[src/rtl/niu_sio_rsp_rx.sv]
// niu_sio_rsp_rx
// NIU-side receiver for the SIO->NIU outbound response path. Each header may
// be followed by four 128-bit payload beats. Every cycle's 16-bit lanes are
// parity checked. A complete response record is queued in a small FIFO that
// the DMA engine drains through valid/ready. Every dequeue is returned to SIO
// as a one-cycle credit pulse.
module niu_sio_rsp_rx #(
  parameter int DEPTH = 4
) (
  input  logic         iol2clk,
  input  logic         rst_l,
  input  logic         sio_niu_hdr_vld,
  input  logic         sio_niu_datareq,
  input  logic [127:0] sio_niu_data,
  input  logic [7:0]   sio_niu_parity,
  output logic         rsp_vld,
  input  logic         rsp_rdy,
  output logic [5:0]   rsp_type,
  output logic [15:0]  rsp_tag,
  output logic         rsp_has_data,
  output logic [511:0] rsp_data,
  output logic         rsp_par_err,
  output logic         niu_sio_dq,
  output logic         ovf_err,
  output logic         proto_err
);

  localparam int AW = $clog2(DEPTH);
  localparam int CW = AW + 1;

  typedef enum logic {
    IDLE = 1'b0,
    PLD  = 1'b1
  } state_t;

  state_t        state;
  state_t        state_nxt;
  logic [1:0]    beat;

  logic [7:0]    lane_par;
  logic          par_bad;
  logic          pop;
  logic          accept;

  // header fields and payload of the response currently being received
  logic          stg_keep;
  logic [5:0]    stg_type;
  logic [15:0]   stg_tag;
  logic          stg_par_err;
  logic [383:0]  stg_data;

  // record written into the FIFO this cycle
  logic          commit;
  logic [5:0]    cm_type;
  logic [15:0]   cm_tag;
  logic          cm_has_data;
  logic [511:0]  cm_data;
  logic          cm_par_err;
  logic          ovf_set;
  logic          proto_set;

  logic [AW-1:0] wr_ptr;
  logic [AW-1:0] rd_ptr;
  logic [CW-1:0] count;

  logic [5:0]    mem_type     [DEPTH];
  logic [15:0]   mem_tag      [DEPTH];
  logic          mem_has_data [DEPTH];
  logic [511:0]  mem_data     [DEPTH];
  logic          mem_par_err  [DEPTH];

  // even parity over each 16-bit lane of the incoming cycle
  always_comb begin
    lane_par = '0;
    for (int i = 0; i < 8; i++) begin
      lane_par[i] = ^sio_niu_data[16*i +: 16];
    end
  end

  assign par_bad = |(lane_par ^ sio_niu_parity);
  assign pop     = rsp_vld & rsp_rdy;

  // A slot is reserved only when a header is taken. In IDLE nothing is
  // pending, so a header fits if a slot is free now or is freed by a pop in
  // this same cycle.
  assign accept  = (count < CW'(DEPTH)) || pop;

  // state register
  always_ff @(posedge iol2clk or negedge rst_l) begin
    if (!rst_l) begin
      state <= IDLE;
    end else begin
      state <= state_nxt;
    end
  end

  // next state: a payload phase is walked even for a dropped header so framing holds
  always_comb begin
    state_nxt = state;
    case (state)
      IDLE:    if (sio_niu_hdr_vld && sio_niu_datareq) state_nxt = PLD;
      PLD:     if (beat == 2'd3) state_nxt = IDLE;
      default: state_nxt = IDLE;
    endcase
  end

  // FSM outputs: FIFO commit, the record to commit, and error events
  always_comb begin
    commit      = 1'b0;
    cm_type     = '0;
    cm_tag      = '0;
    cm_has_data = 1'b0;
    cm_data     = '0;
    cm_par_err  = 1'b0;
    ovf_set     = 1'b0;
    proto_set   = 1'b0;
    case (state)
      IDLE: begin
        if (sio_niu_hdr_vld) begin
          ovf_set = !accept;
          if (accept && !sio_niu_datareq) begin
            commit     = 1'b1;
            cm_type    = sio_niu_data[127:122];
            cm_tag     = sio_niu_data[79:64];
            cm_par_err = par_bad;
          end
        end
      end
      PLD: begin
        proto_set = sio_niu_hdr_vld;
        if (beat == 2'd3 && stg_keep) begin
          commit      = 1'b1;
          cm_type     = stg_type;
          cm_tag      = stg_tag;
          cm_has_data = 1'b1;
          cm_data     = {sio_niu_data, stg_data};
          cm_par_err  = stg_par_err | par_bad;
        end
      end
      default: ;
    endcase
  end

  // header capture and payload beat assembly
  always_ff @(posedge iol2clk or negedge rst_l) begin
    if (!rst_l) begin
      beat        <= '0;
      stg_keep    <= 1'b0;
      stg_type    <= '0;
      stg_tag     <= '0;
      stg_par_err <= 1'b0;
      stg_data    <= '0;
    end else begin
      case (state)
        IDLE: begin
          if (sio_niu_hdr_vld) begin
            beat        <= 2'd0;
            stg_keep    <= accept;
            stg_type    <= sio_niu_data[127:122];
            stg_tag     <= sio_niu_data[79:64];
            stg_par_err <= par_bad;
          end
        end
        PLD: begin
          beat        <= beat + 2'd1;
          stg_par_err <= stg_par_err | par_bad;
          case (beat)
            2'd0:    stg_data[127:0]   <= sio_niu_data;
            2'd1:    stg_data[255:128] <= sio_niu_data;
            2'd2:    stg_data[383:256] <= sio_niu_data;
            default: ;
          endcase
        end
        default: ;
      endcase
    end
  end

  // FIFO pointers and occupancy; commit and pop together leave count unchanged
  always_ff @(posedge iol2clk or negedge rst_l) begin
    if (!rst_l) begin
      wr_ptr <= '0;
      rd_ptr <= '0;
      count  <= '0;
    end else begin
      if (commit) wr_ptr <= wr_ptr + AW'(1);
      if (pop)    rd_ptr <= rd_ptr + AW'(1);
      case ({commit, pop})
        2'b10:   count <= count + CW'(1);
        2'b01:   count <= count - CW'(1);
        default: ;
      endcase
    end
  end

  // FIFO storage; contents are masked at the outputs whenever the FIFO is empty
  always_ff @(posedge iol2clk) begin
    if (commit) begin
      mem_type[wr_ptr]     <= cm_type;
      mem_tag[wr_ptr]      <= cm_tag;
      mem_has_data[wr_ptr] <= cm_has_data;
      mem_data[wr_ptr]     <= cm_data;
      mem_par_err[wr_ptr]  <= cm_par_err;
    end
  end

  // registered credit pulse and sticky error flags
  always_ff @(posedge iol2clk or negedge rst_l) begin
    if (!rst_l) begin
      niu_sio_dq <= 1'b0;
      ovf_err    <= 1'b0;
      proto_err  <= 1'b0;
    end else begin
      niu_sio_dq <= pop;
      if (ovf_set)   ovf_err   <= 1'b1;
      if (proto_set) proto_err <= 1'b1;
    end
  end

  assign rsp_vld      = (count != '0);
  assign rsp_type     = rsp_vld ? mem_type[rd_ptr]     : '0;
  assign rsp_tag      = rsp_vld ? mem_tag[rd_ptr]      : '0;
  assign rsp_has_data = rsp_vld ? mem_has_data[rd_ptr] : 1'b0;
  assign rsp_data     = rsp_vld ? mem_data[rd_ptr]     : '0;
  assign rsp_par_err  = rsp_vld ? mem_par_err[rd_ptr]  : 1'b0;

endmodule

[config.mk]
export PLATFORM = sky130hd
export DESIGN_NAME = niu_sio_rsp_rx
export DESIGN_NICKNAME = d
export VERILOG_FILES = /design/src/rtl/niu_sio_rsp_rx.sv
export SDC_FILE = /design/constraint.sdc
export NUM_CORES = 2
export LEC_CHECK = 0
export ABC_AREA = 1
export CORE_MARGIN = 3
export CORE_UTILIZATION = 29
export DETAILED_ROUTE_END_ITERATION = 7
export HOLD_SLACK_MARGIN = 0.05
export PLACE_DENSITY = 0.51
export SYNTH_ARGS = -nofsm -noshare
export SYNTH_HDL_FRONTEND = slang
export SYNTH_SLANG_ARGS = --single-unit
[constraint.sdc]
create_clock -name iol2clk -period 27 [get_ports iol2clk]
set_clock_uncertainty 0.2 [all_clocks]
set_input_delay 2.7 -clock iol2clk [delete_from_list [all_inputs] [get_ports iol2clk]]
set_output_delay 2.7 -clock iol2clk [all_outputs]
set_load 0.05 [all_outputs]
Clock nets:
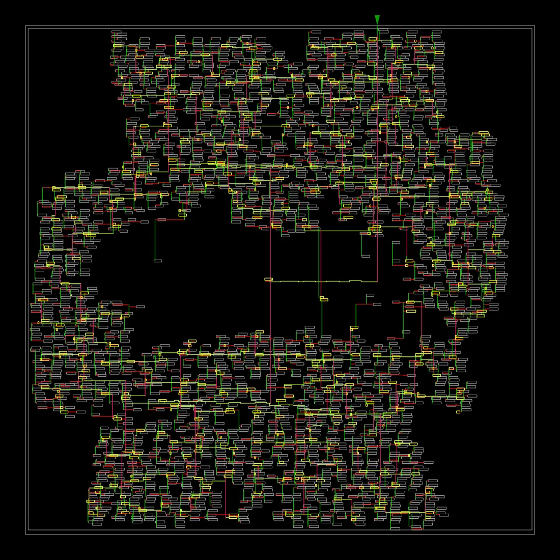
Clk. pwr: 3.97 mW
Clock Buffer Count: 407
final sequential cell count: 2565

Clock network drawn from the DEF:
Drawn at 1 px/micron.
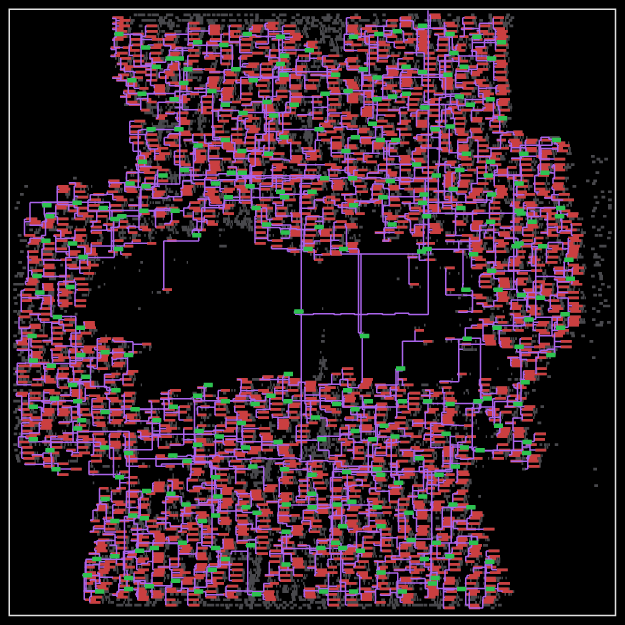
[green] cells driving clock nets | count: 289
[purple] clock wires | length: 31.9 mm
[red] flip-flops | count: 2565
routed clock nets	290
flops lie	all over the die

Cells colored by class:
Drawn at 1 px/micron.
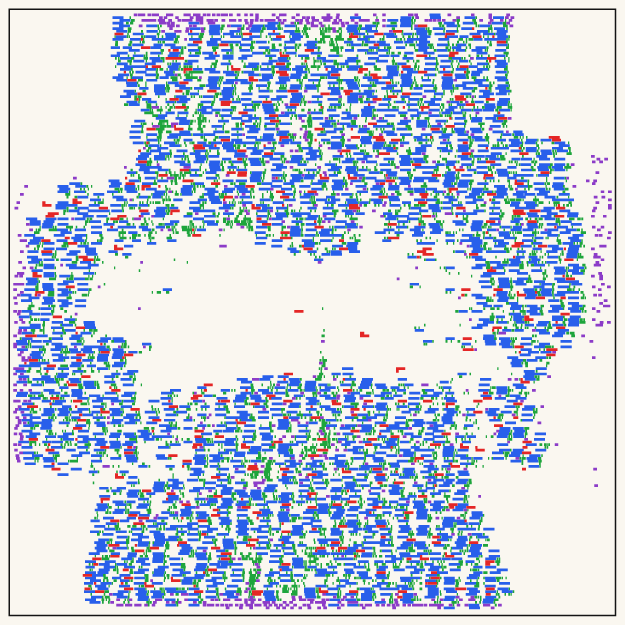
color	class	cells	share of their area
green	all other logic	6171	22%
blue	flops	2565	63%
red	clock drivers and dummy loads	534	8.1%
purple	other buffers and delay cells	782	6.5%
fin util: 0.350
total core area: 0.356 sq mm

==> results_slide.txt <==
Physical Implementation Snapshot

Outcome
  • Run status: finished, final reports clean

Pwr
  • Switching power: 7.98 mW
  • Total power: 17.5 mW
  • Switching part of the total power: 0.457
  • Fraction of power consumed by combinational cells: 0.469
  • Register share of total power: 0.304
  • Combinational-cell power consumption: 8.19 mW
  • Main power-consuming group: combinational logic
  • Pint: 9.49 mW
  • Sequential group power: 5.31 mW
  • Worst IR Drop VDD: 0.110 mV
  • Power density over cell area: 140 mW/mm^2
  • LEAKAGE: 45.5 nW

Cells and area
  • NumNets Final: 9960
  • Layout Cells excl Fill: 14849
  • Area used by multi-input combinational logic: 0.0242 sq mm
  • Max reg flops: 2048
  • Regs by FF count: mem_data: 2048 flops, stg_data: 384 flops, mem_tag: 64 flops
  • Most instantiated logic cell after routing: nor2_1
  • Top reg by flops: mem_data
  • Ant diodes: 46
  • Number of signal-net inverters in the final layout: 609
  • Multi-input gate count: 5562
  • Post-route cell area: 0.125 sq mm
  • Fraction of area in multi-input gates: 0.194
  • Register area: 0.0749 sq mm
  • Bufs w/o clock: 782
  • Portion of the layout cell area used by clock cells: 0.0775
  • Area growth from synthesis to layout: 20.1%
  • Largest contributor to cell area by class: flip-flops and latches
  • Fillcell total: 34690
  • Signal buffers share of area: 0.0619
  • Proportion of cell area occupied by registers: 0.600

STA
  • Relative max-transition margin: 0.0729
  • Number of failing setup endpoints in the final timing report: 0
  • Final Hold Violating Endpoints: 0
  • Worst hold slack: 0.281 ns
  • Post-route clock period utilization: 0.367
  • Setup total negative slack: 0 ns
  • Slew at the pin closest to its max-slew limit: 1.39 ns
  • Worst Setup Slack, final: 17.10 ns
  • Shortest clock period the worst path allows after layout: 9.90 ns
  • Setup repair after global routing missed its margin: false
  • Final slew viol count: 0

Drt
  • Total number of vias: 70543
  • Amount of wire on met2 after detailed routing: 159 mm
  • Wire per inst: 23.7 microns
  • Number of detailed-routing iterations run before antenna repair: 6
  • Total Routed Length: 352 mm
  • Routed length on met1: 154 mm
  • Number of remaining DRC errors: 0
  • Detail Route Antenna Nets: 0
  • Highest routing layer actually used: met5
  • Average vias per placed instance: 4.75
  • Met3 layer wire length in the routed design: 20.0 mm

Place
  • Post-Place Worst Slack: 17.10 ns
  • Placed Instances: 14269
  • Placed instance area: 0.115 sq mm
  • Detail Placement HPWL: 217 mm
  • Gp weighted congestion: 0.870

Yosys
  • Syn_area_per_cell: 11.2 sq um
  • Post-synthesis cell type with the largest instance count: nor2_1
  • Cell types with the highest counts after synthesis: nor2_1 (2680), edfxtp_1 (2144), o21ai_0 (1291), nand2_1 (683), inv_1 (605)
  • Async set or reset register ratio after synthesis: 0.164
  • Mux cell area share: 0
  • Yosys Instances: 9303
  • Synthesized instance count: 9303
  • Yosys xor share: 0.00708
  • AND/OR/NAND/NOR Cells, Area Fraction: 0.125
  • Area fraction of the dominant cell type after synthesis: 0.619
  • Sequential cell area fraction in the yosys report: 0.721
  • Total cell area reported by yosys after synthesis: 0.104 sq mm
  • Share of synthesized cell area in and-or and or-and compound cells: 0.0990
  • Netlist area before placement: 0.104 sq mm
  • Net count after synthesis: 9454
  • Post-synthesis sequential element count: 2565
  • Top area cell types: edfxtp_1 (62%), dfrtp_1 (10%), nor2_1 (9.7%), o21ai_0 (6.2%), a21oi_1 (2.6%)
  • FA/HA/MAJ Cells, Area Fraction: 0.00128
  • Cell type with the largest total area after synthesis: edfxtp_1

Critical path
  • Family of cells with the greatest summed delay on the critical path: buffers and inverters
  • Worst-path maximum fanout: 203
  • Critical path launch point type: flop
  • Data required, critical path: 24.10 ns
  • Endpoint of the most critical setup path: rsp_data[312]
  • Worst path depth: 9
  • Cell at the slowest stage of the critical path: clkdlybuf4s50_1
  • CP max stage delay: 1.05 ns
  • Crit path buffers/inverters: 5
  • Critical register-to-register path endpoint: mem_data[3][405]
  • Critical path arrival: 7.00 ns
  • Worst reg-to-reg path cell count: 9
  • Startpoint of the lowest-slack register-to-register path: state
  • Type of the worst setup path: reg2out
  • Setup slack, reg-to-reg: 20.01 ns
  • CP startpoint: rd_ptr[0]

Min path
  • Cell depth of the worst hold path: 2
  • Hold Crit Class: reg2reg
  • Destination of the worst hold path: stg_data[224]

Clocking
  • Level count of the clock H-tree: 5
  • Number of buffers created by CTS: 289
  • Sink count of the clock tree: 2565
  • Clk Latency, worst-skew pair: 0.91 ns
  • Clock tree from TritonCTS: done
  • CTS resizes: 0
  • Cts-stage hold buffer count: 0
  • Maximum clock path buffer count: 4
  • Library cell used as clock root buffer: clkbuf_16
  • Post-CTS Setup Inserts: 0
  • Clock transition at the register clock pins on the worst setup and hold paths after CTS: 0.06 ns

Floorplan
  • Initial core utilization: 0.292
  • Die footprint: 0.366 sq mm
  • Die Y-Extent: 605 microns
  • Die width: 605 microns
  • Number of cell rows: 219
  • Well-Tap Cells: 4751

Global routing
  • Met2 demand-to-capacity share in global routing: 0.285
  • Initial antenna violation count: 99
  • Met3 Track Usage GR: 0.0240
  • Maximum number of pins on one net before global-route repair: 223
  • All-layer global routing usage: 0.186
  • Global-route wire length before repair: 494 mm
  • Most used routing layer: met2
  • Remaining Overflow, GRT: 0

Run
  • Tally of OpenROAD warnings: 103
  • Maximum Capacitance Violations: 0
Nets reached from selected ports:
Drawn at 1 px/micron.
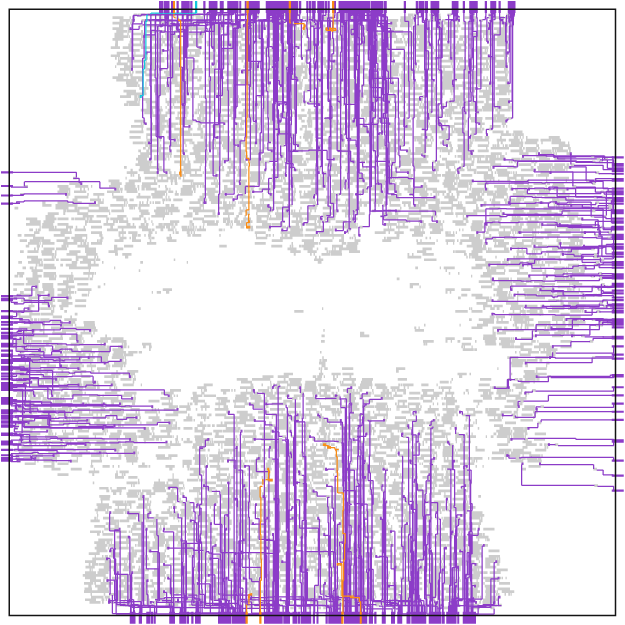
color	port	bits	direction	edge	end cells	buffers	wire
purple	rsp_data	512	output	186 south, 184 north, 79 east, 63 west	512	512	57.6 mm
orange	sio_niu_parity	8	input	4 south, 4 north	19	8	924 microns
cyan	rsp_par_err	1	output	north	1	1	137 microns
quantity of I/O buffers inserted on ports: 680
ports placed on the boundary: 681

Signal wires on met3:
Drawn at 1 px/micron.
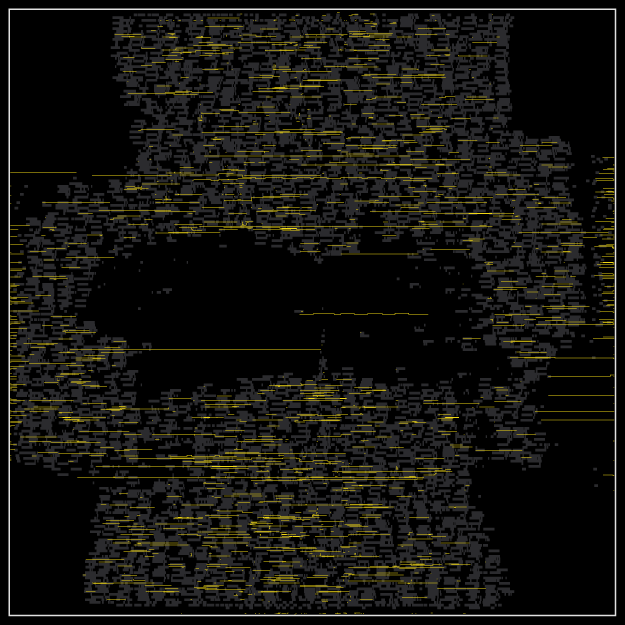
main direction	horizontal
wire length on this layer	20.0 mm
share of all routed wire	5.7%

Power is estimated from default activity; no workload was simulated.
